### Drive-strength map

Scale bar: 20 um.
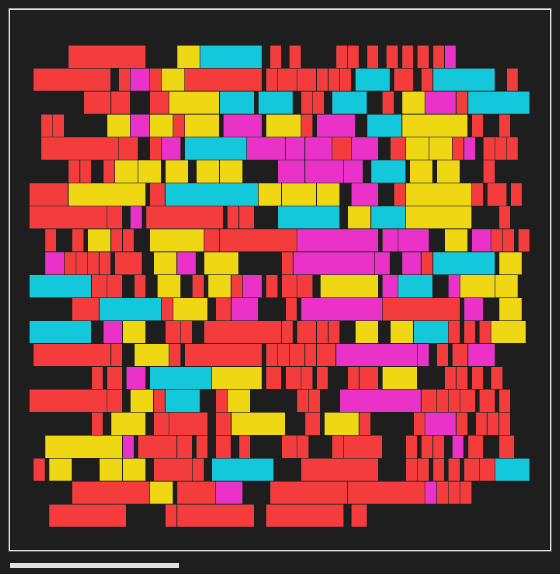
### Met2 routing

Scale bar: 20 um. Cells faint in the background.
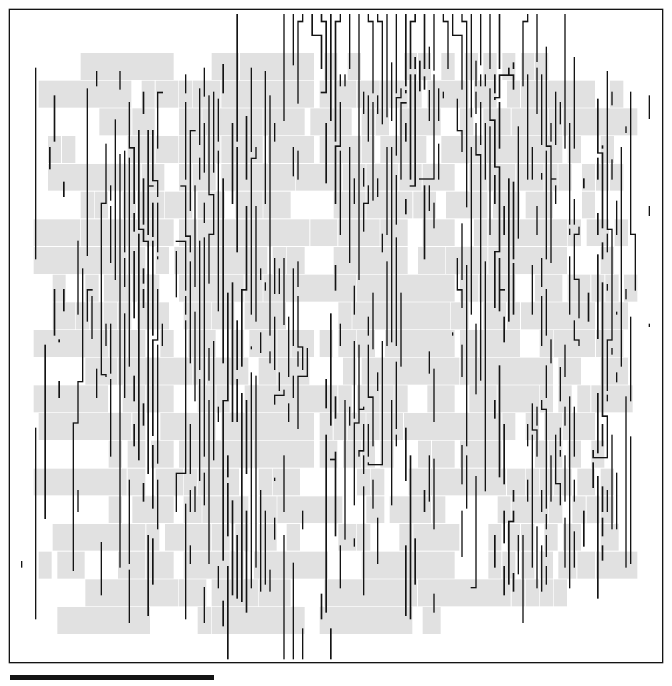
### Track usage over the die

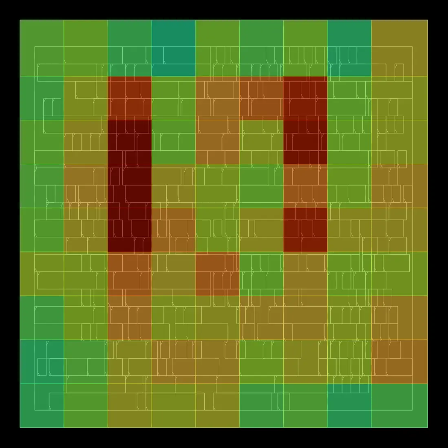
### Signal wires on met1

Scale bar: 20 um. Supply wires on this layer in grey. Cells faint in the background.
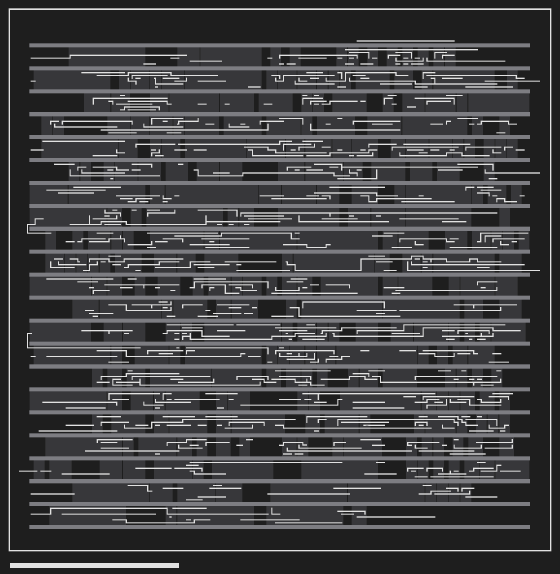
### Layout detail

Scale bar: 10 um. Region (12, 0) to (52, 40) um. Cells in grey, sequential cells in the stronger grey; small squares are vias.
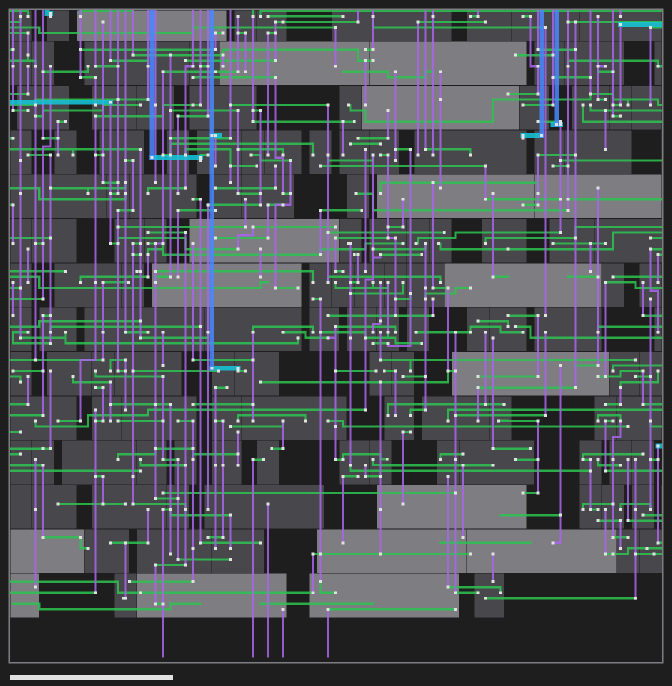
File: src/rtl/bash_out_arbiter_if.sv
// Requester / video-memory handshake bundle for the bash output arbiter.
// The master modport is the arbiter side and the slave modport is the requester/video-memory side.
interface bash_out_arbiter_if #(
    parameter int NREQ = 4
);
    logic [NREQ-1:0]   req_ready;
    logic [8*NREQ-1:0] req_char;
    logic [NREQ-1:0]   req_next;
    logic [NREQ-1:0]   req_done;
    logic              req_trunc;
    logic [NREQ-1:0]   grant;
    logic              in_newASCII_ready;
    logic [7:0]        lineIn;
    logic              lineIn_nextASCII;
    logic              in_solved;
    logic              out_solved;
    logic              out_newASCII_ready;

    modport master (
        input  req_ready, req_char, lineIn_nextASCII, out_solved, out_newASCII_ready,
        output req_next, req_done, req_trunc, grant, in_newASCII_ready, lineIn, in_solved
    );

    modport slave (
        output req_ready, req_char, lineIn_nextASCII, out_solved, out_newASCII_ready,
        input  req_next, req_done, req_trunc, grant, in_newASCII_ready, lineIn, in_solved
    );
endinterface

File: src/rtl/bash_out_arbiter.sv
// Shares the bash screen-output channel among NREQ string requesters, one 00-terminated string per grant.
// Define BASH_ARB_FIXED_PRIO_EN for fixed priority (lowest index wins); round-robin otherwise.
module bash_out_arbiter #(
    parameter int NREQ    = 4,
    parameter int MAX_LEN = 32
) (
    input  logic                clk,
    input  logic                rst,
    bash_out_arbiter_if.master  bus
);
    localparam int IW = (NREQ > 1) ? $clog2(NREQ) : 1;
    localparam int CW = $clog2(MAX_LEN + 1);

    typedef enum logic [1:0] {
        ST_IDLE     = 2'd0,
        ST_STREAM   = 2'd1,
        ST_WAIT_ACK = 2'd2,
        ST_DONE     = 2'd3
    } state_t;

    state_t          state_q, state_d;
    logic [NREQ-1:0] grant_q, grant_d;
    logic [IW-1:0]   idx_q, idx_d;
    logic [CW-1:0]   count_q, count_d;
    logic            newrdy_q, newrdy_d;
    logic            solved_q, solved_d;
    logic            trunc_q, trunc_d;
    logic [NREQ-1:0] done_q, done_d;
    logic            rtrunc_q, rtrunc_d;

    logic [IW-1:0]   ptr_s;
    logic [IW:0]     pick_s;
    logic [7:0]      char_s;
    logic [7:0]      line_s;
    logic            at_max_s;
    logic            owner_ready_s;
    logic            end_s;
    logic            adv_s;

    // Walks downward so the requester closest to start (upward, wrapping) is the last and winning hit.
    function automatic logic [IW:0] pick_next(input logic [NREQ-1:0] req, input logic [IW-1:0] start);
        logic [IW:0] res;
        int          k;
        res = '0;
        for (int i = NREQ - 1; i >= 0; i--) begin
            k = (int'(start) + i) % NREQ;
            if (req[IW'(k)]) begin
                res = {1'b1, IW'(k)};
            end else begin
                res = res;
            end
        end
        return res;
    endfunction

`ifdef BASH_ARB_FIXED_PRIO_EN
    assign ptr_s = '0;
`else
    logic [IW-1:0] ptr_q;

    // Round-robin pointer moves past the owner once its string is retired.
    always_ff @(posedge clk or posedge rst) begin
        if (rst) begin
            ptr_q <= '0;
        end else if (state_q == ST_DONE) begin
            ptr_q <= (idx_q == IW'(NREQ - 1)) ? '0 : idx_q + IW'(1);
        end else begin
            ptr_q <= ptr_q;
        end
    end

    assign ptr_s = ptr_q;
`endif

    assign pick_s = pick_next(bus.req_ready, ptr_s);

    // Character mux from the one-hot owner.
    always_comb begin
        char_s = 8'h00;
        for (int i = 0; i < NREQ; i++) begin
            if (grant_q[i]) begin
                char_s = char_s | bus.req_char[8*i +: 8];
            end else begin
                char_s = char_s;
            end
        end
    end

    assign at_max_s      = (count_q == CW'(MAX_LEN));
    assign owner_ready_s = |(bus.req_ready & grant_q);
    assign line_s        = ((state_q == ST_STREAM) && !at_max_s && owner_ready_s) ? char_s : 8'h00;
    assign end_s         = (state_q == ST_STREAM) && (line_s == 8'h00);
    // A consume pulse coinciding with the terminator is dropped: nothing left to advance.
    assign adv_s         = (state_q == ST_STREAM) && !end_s && bus.lineIn_nextASCII;

    // Next-state and registered-output decode.
    always_comb begin
        state_d  = state_q;
        grant_d  = grant_q;
        idx_d    = idx_q;
        count_d  = count_q;
        newrdy_d = newrdy_q;
        solved_d = solved_q;
        trunc_d  = trunc_q;
        done_d   = '0;
        rtrunc_d = 1'b0;
        case (state_q)
            ST_IDLE: begin
                if (!bus.out_newASCII_ready && pick_s[IW]) begin
                    grant_d  = NREQ'(1) << pick_s[IW-1:0];
                    idx_d    = pick_s[IW-1:0];
                    count_d  = '0;
                    newrdy_d = 1'b1;
                    state_d  = ST_STREAM;
                end else begin
                    state_d  = ST_IDLE;
                end
            end
            ST_STREAM: begin
                if (end_s) begin
                    newrdy_d = 1'b0;
                    solved_d = 1'b1;
                    trunc_d  = at_max_s || !owner_ready_s;
                    state_d  = ST_WAIT_ACK;
                end else if (adv_s) begin
                    count_d  = count_q + CW'(1);
                end else begin
                    count_d  = count_q;
                end
            end
            ST_WAIT_ACK: begin
                if (bus.out_solved) begin
                    solved_d = 1'b0;
                    done_d   = grant_q;
                    rtrunc_d = trunc_q;
                    state_d  = ST_DONE;
                end else begin
                    solved_d = 1'b1;
                end
            end
            ST_DONE: begin
                grant_d = '0;
                state_d = ST_IDLE;
            end
            default: begin
                grant_d  = '0;
                newrdy_d = 1'b0;
                solved_d = 1'b0;
                state_d  = ST_IDLE;
            end
        endcase
    end

    // State and output registers.
    always_ff @(posedge clk or posedge rst) begin
        if (rst) begin
            state_q  <= ST_IDLE;
            grant_q  <= '0;
            idx_q    <= '0;
            count_q  <= '0;
            newrdy_q <= 1'b0;
            solved_q <= 1'b0;
            trunc_q  <= 1'b0;
            done_q   <= '0;
            rtrunc_q <= 1'b0;
        end else begin
            state_q  <= state_d;
            grant_q  <= grant_d;
            idx_q    <= idx_d;
            count_q  <= count_d;
            newrdy_q <= newrdy_d;
            solved_q <= solved_d;
            trunc_q  <= trunc_d;
            done_q   <= done_d;
            rtrunc_q <= rtrunc_d;
        end
    end

    assign bus.grant             = grant_q;
    assign bus.in_newASCII_ready = newrdy_q;
    assign bus.in_solved         = solved_q;
    assign bus.req_done          = done_q;
    assign bus.req_trunc         = rtrunc_q;
    assign bus.lineIn            = line_s;
    assign bus.req_next          = grant_q & {NREQ{adv_s}};
endmodule
File: src/flat_wrapper.sv
// flat-port wrapper written by rule: the top's interface ports become plain ports
module bash_out_arbiter_flat 
#(
    parameter int NREQ    = 4,
    parameter int MAX_LEN = 32
)
  (clk, rst, bus_req_ready, bus_req_char, bus_lineIn_nextASCII, bus_out_solved, bus_out_newASCII_ready, bus_req_next, bus_req_done, bus_req_trunc, bus_grant, bus_in_newASCII_ready, bus_lineIn, bus_in_solved);
  bash_out_arbiter_if #(.NREQ(NREQ)) bus_i ();
  input  logic clk;
  input  logic rst;
  input wire logic [$bits(bus_i.req_ready)-1:0] bus_req_ready;
  input wire logic [$bits(bus_i.req_char)-1:0] bus_req_char;
  input wire logic [$bits(bus_i.lineIn_nextASCII)-1:0] bus_lineIn_nextASCII;
  input wire logic [$bits(bus_i.out_solved)-1:0] bus_out_solved;
  input wire logic [$bits(bus_i.out_newASCII_ready)-1:0] bus_out_newASCII_ready;
  output wire logic [$bits(bus_i.req_next)-1:0] bus_req_next;
  output wire logic [$bits(bus_i.req_done)-1:0] bus_req_done;
  output wire logic [$bits(bus_i.req_trunc)-1:0] bus_req_trunc;
  output wire logic [$bits(bus_i.grant)-1:0] bus_grant;
  output wire logic [$bits(bus_i.in_newASCII_ready)-1:0] bus_in_newASCII_ready;
  output wire logic [$bits(bus_i.lineIn)-1:0] bus_lineIn;
  output wire logic [$bits(bus_i.in_solved)-1:0] bus_in_solved;
  assign bus_i.req_ready = bus_req_ready;
  assign bus_i.req_char = bus_req_char;
  assign bus_i.lineIn_nextASCII = bus_lineIn_nextASCII;
  assign bus_i.out_solved = bus_out_solved;
  assign bus_i.out_newASCII_ready = bus_out_newASCII_ready;
  assign bus_req_next = bus_i.req_next;
  assign bus_req_done = bus_i.req_done;
  assign bus_req_trunc = bus_i.req_trunc;
  assign bus_grant = bus_i.grant;
  assign bus_in_newASCII_ready = bus_i.in_newASCII_ready;
  assign bus_lineIn = bus_i.lineIn;
  assign bus_in_solved = bus_i.in_solved;
  bash_out_arbiter #(.NREQ(NREQ), .MAX_LEN(MAX_LEN)) u_core (.clk(clk), .rst(rst), .bus(bus_i));
endmodule
File: config.mk
export PLATFORM = sky130hd
export DESIGN_NAME = bash_out_arbiter_flat
export DESIGN_NICKNAME = d
export VERILOG_FILES = /design/src/rtl/bash_out_arbiter_if.sv /design/src/rtl/bash_out_arbiter.sv /design/src/flat_wrapper.sv
export SDC_FILE = /design/constraint.sdc
export NUM_CORES = 1
export LEC_CHECK = 0
export ABC_AREA = 1
export CORE_MARGIN = 2
export CORE_UTILIZATION = 50
export CTS_CLUSTER_SIZE = 28
export DETAILED_ROUTE_END_ITERATION = 8
export DONT_BUFFER_PORTS = 1
export MAX_ROUTING_LAYER = met4
export PLACE_DENSITY_LB_ADDON = 0.12
export SETUP_SLACK_MARGIN = 0.15
export SLEW_MARGIN = 20
export SYNTH_ARGS = -nofsm -noshare
export SYNTH_HDL_FRONTEND = slang
export SYNTH_SLANG_ARGS = --single-unit
File: constraint.sdc
create_clock -name clk -period 2 [get_ports clk]
set_input_delay 0.6 -clock clk [delete_from_list [all_inputs] [get_ports clk]]
set_output_delay 0.6 -clock clk [all_outputs]
set_load 0.05 [all_outputs]
==> impl_metrics.py <==
# Flow results
metrics = {
    "run_status": {
        "outcome": "finished, violations left",
        "violations": "negative setup slack",
    },
    "clock_network": {
        "cts.htree.levels": 1,
        "cts_tree": "yes",
        "cts_hold_buf": 0,
        "cts_setup_buffers": 12,
        "cts_buffers": 3,
    },
    "synthesis": {
        "topCombFamilyByArea": "simple AND/OR/NAND/NOR gates",
        "syn_nets": 300,
        "xor_share_pct": 1.46,
        "enable_flop_cells": 0,
        "yosys.area.top_type": "dfrtp_1",
        "synth_flops": 24,
        "yosys-top-cells-count": "nand2_1 (82), inv_1 (26), dfrtp_1 (24)",
        "synthesis.area_um2": 1800,
        "synth_cell_types": 28,
        "synth.cellmix.adderShare_pct": 5.56,
        "post-synth-top-count-cell": "nand2_1",
        "syn_avg_cell_area_um2": 7.18,
        "synthFlopType": "dfrtp_1",
        "ys_area_um2": 1800,
    },
    "timing": {
        "rsz0062_at_grt": "yes",
        "max_freq_mhz": 395,
        "finalSetupTns_ps": -4150,
        "timing.final.ws_setup_ps": -530,
        "setup_viol": 12,
    },
    "floorplanning": {
        "rows": 21,
        "fp_util_pct": 53.2,
    },
    "worst_setup_path": {
        "startpoint": "u_core.count_q[0]",
        "reg2reg_to": "u_core.state_q[1]",
        "worst_ep_required_time_ps": 1400,
        "timing_worst_setup_path_type": "flip-flop to output port",
        "rr_worst_depth": 14,
        "start_kind": "flip-flop",
        "worst-path-buf-inv": 3,
    },
    "place": {
        "dp_slack_ps": -249,
        "numPortBuffers": 0,
    },
    "drt": {
        "first_iter_violations": 71,
        "postRouteWirelength_mm": 5.10,
        "drcViolationCount": 0,
        "met2_length_mm": 2.61,
    },
    "final_layout": {
        "seq_share_pct": 23.1,
        "n_all_inverters": 29,
        "comb_share_pct": 48.4,
        "area_delta_synth_final_pct": 46.0,
        "ff_count": 24,
        "drive_gt1_share_pct": 39.9,
        "lay_top_count": "nand2_1",
        "fill_cells": 250,
        "logic_area_um2": 1270,
        "n_all_buffers": 53,
        "top_register": "u_core.count_q",
        "layout.cells.non_filler": 349,
    },
    "global_route": {
        "grt_usage_pct": 26.1,
        "grt_pass1_wl_mm": 8.14,
        "antenna_found_initial": 0,
        "overflow": 0,
    },
    "power": {
        "p_switching_uw": 1460,
        "total_power_uw": 2920,
        "largestPowerGroup": "combinational logic",
        "power_frac_clock_pct": 12.2,
        "power.leakage_uw": 0.00124,
    },
}
## Picture notes: 'Drive-strength map'
| size | colour | cells | most used |
|---|---|---|---|
| _3 and _4 cells | yellow | 55 | buf_4 |
| _6 and larger | cyan | 23 | buf_6 |
| _0 and _1 cells | red | 182 | nand2_1 |
| _2 cells | magenta | 43 | nand2_2 |

## Picture notes: 'Met2 routing'
nets with wire on the layer: 309
share of all routed wire: 51%
wire length on this layer: 2610 um
main direction: vertical
longest straight run: 40.5 um

## Picture notes: 'Track usage over the die'
Routed WL per cell: 14.6 um
met1 usage: 32.1%

## Picture notes: 'Signal wires on met1'
share of all routed wire: 42%
wire length on this layer: 2150 um
longest straight run: 30.4 um
main direction: horizontal
nets with wire on the layer: 303

## Picture notes: 'Layout detail'
| layer | colour |
|---|---|
| metal 1 | green |
| metal 4 | blue |
| metal 3 | cyan |
| metal 2 | purple |
sequential cells in the window: 15
netlist names of flops here include: u_core.bus.grant (4), u_core.bus.req_done (4), u_core.idx_q (2)
most frequent: nand2_1 (19), inv_1 (14), nor2_1 (11)
cells with their middle in the window: 135

Power figures rest on the tool's default switching activity, not on a simulated workload.
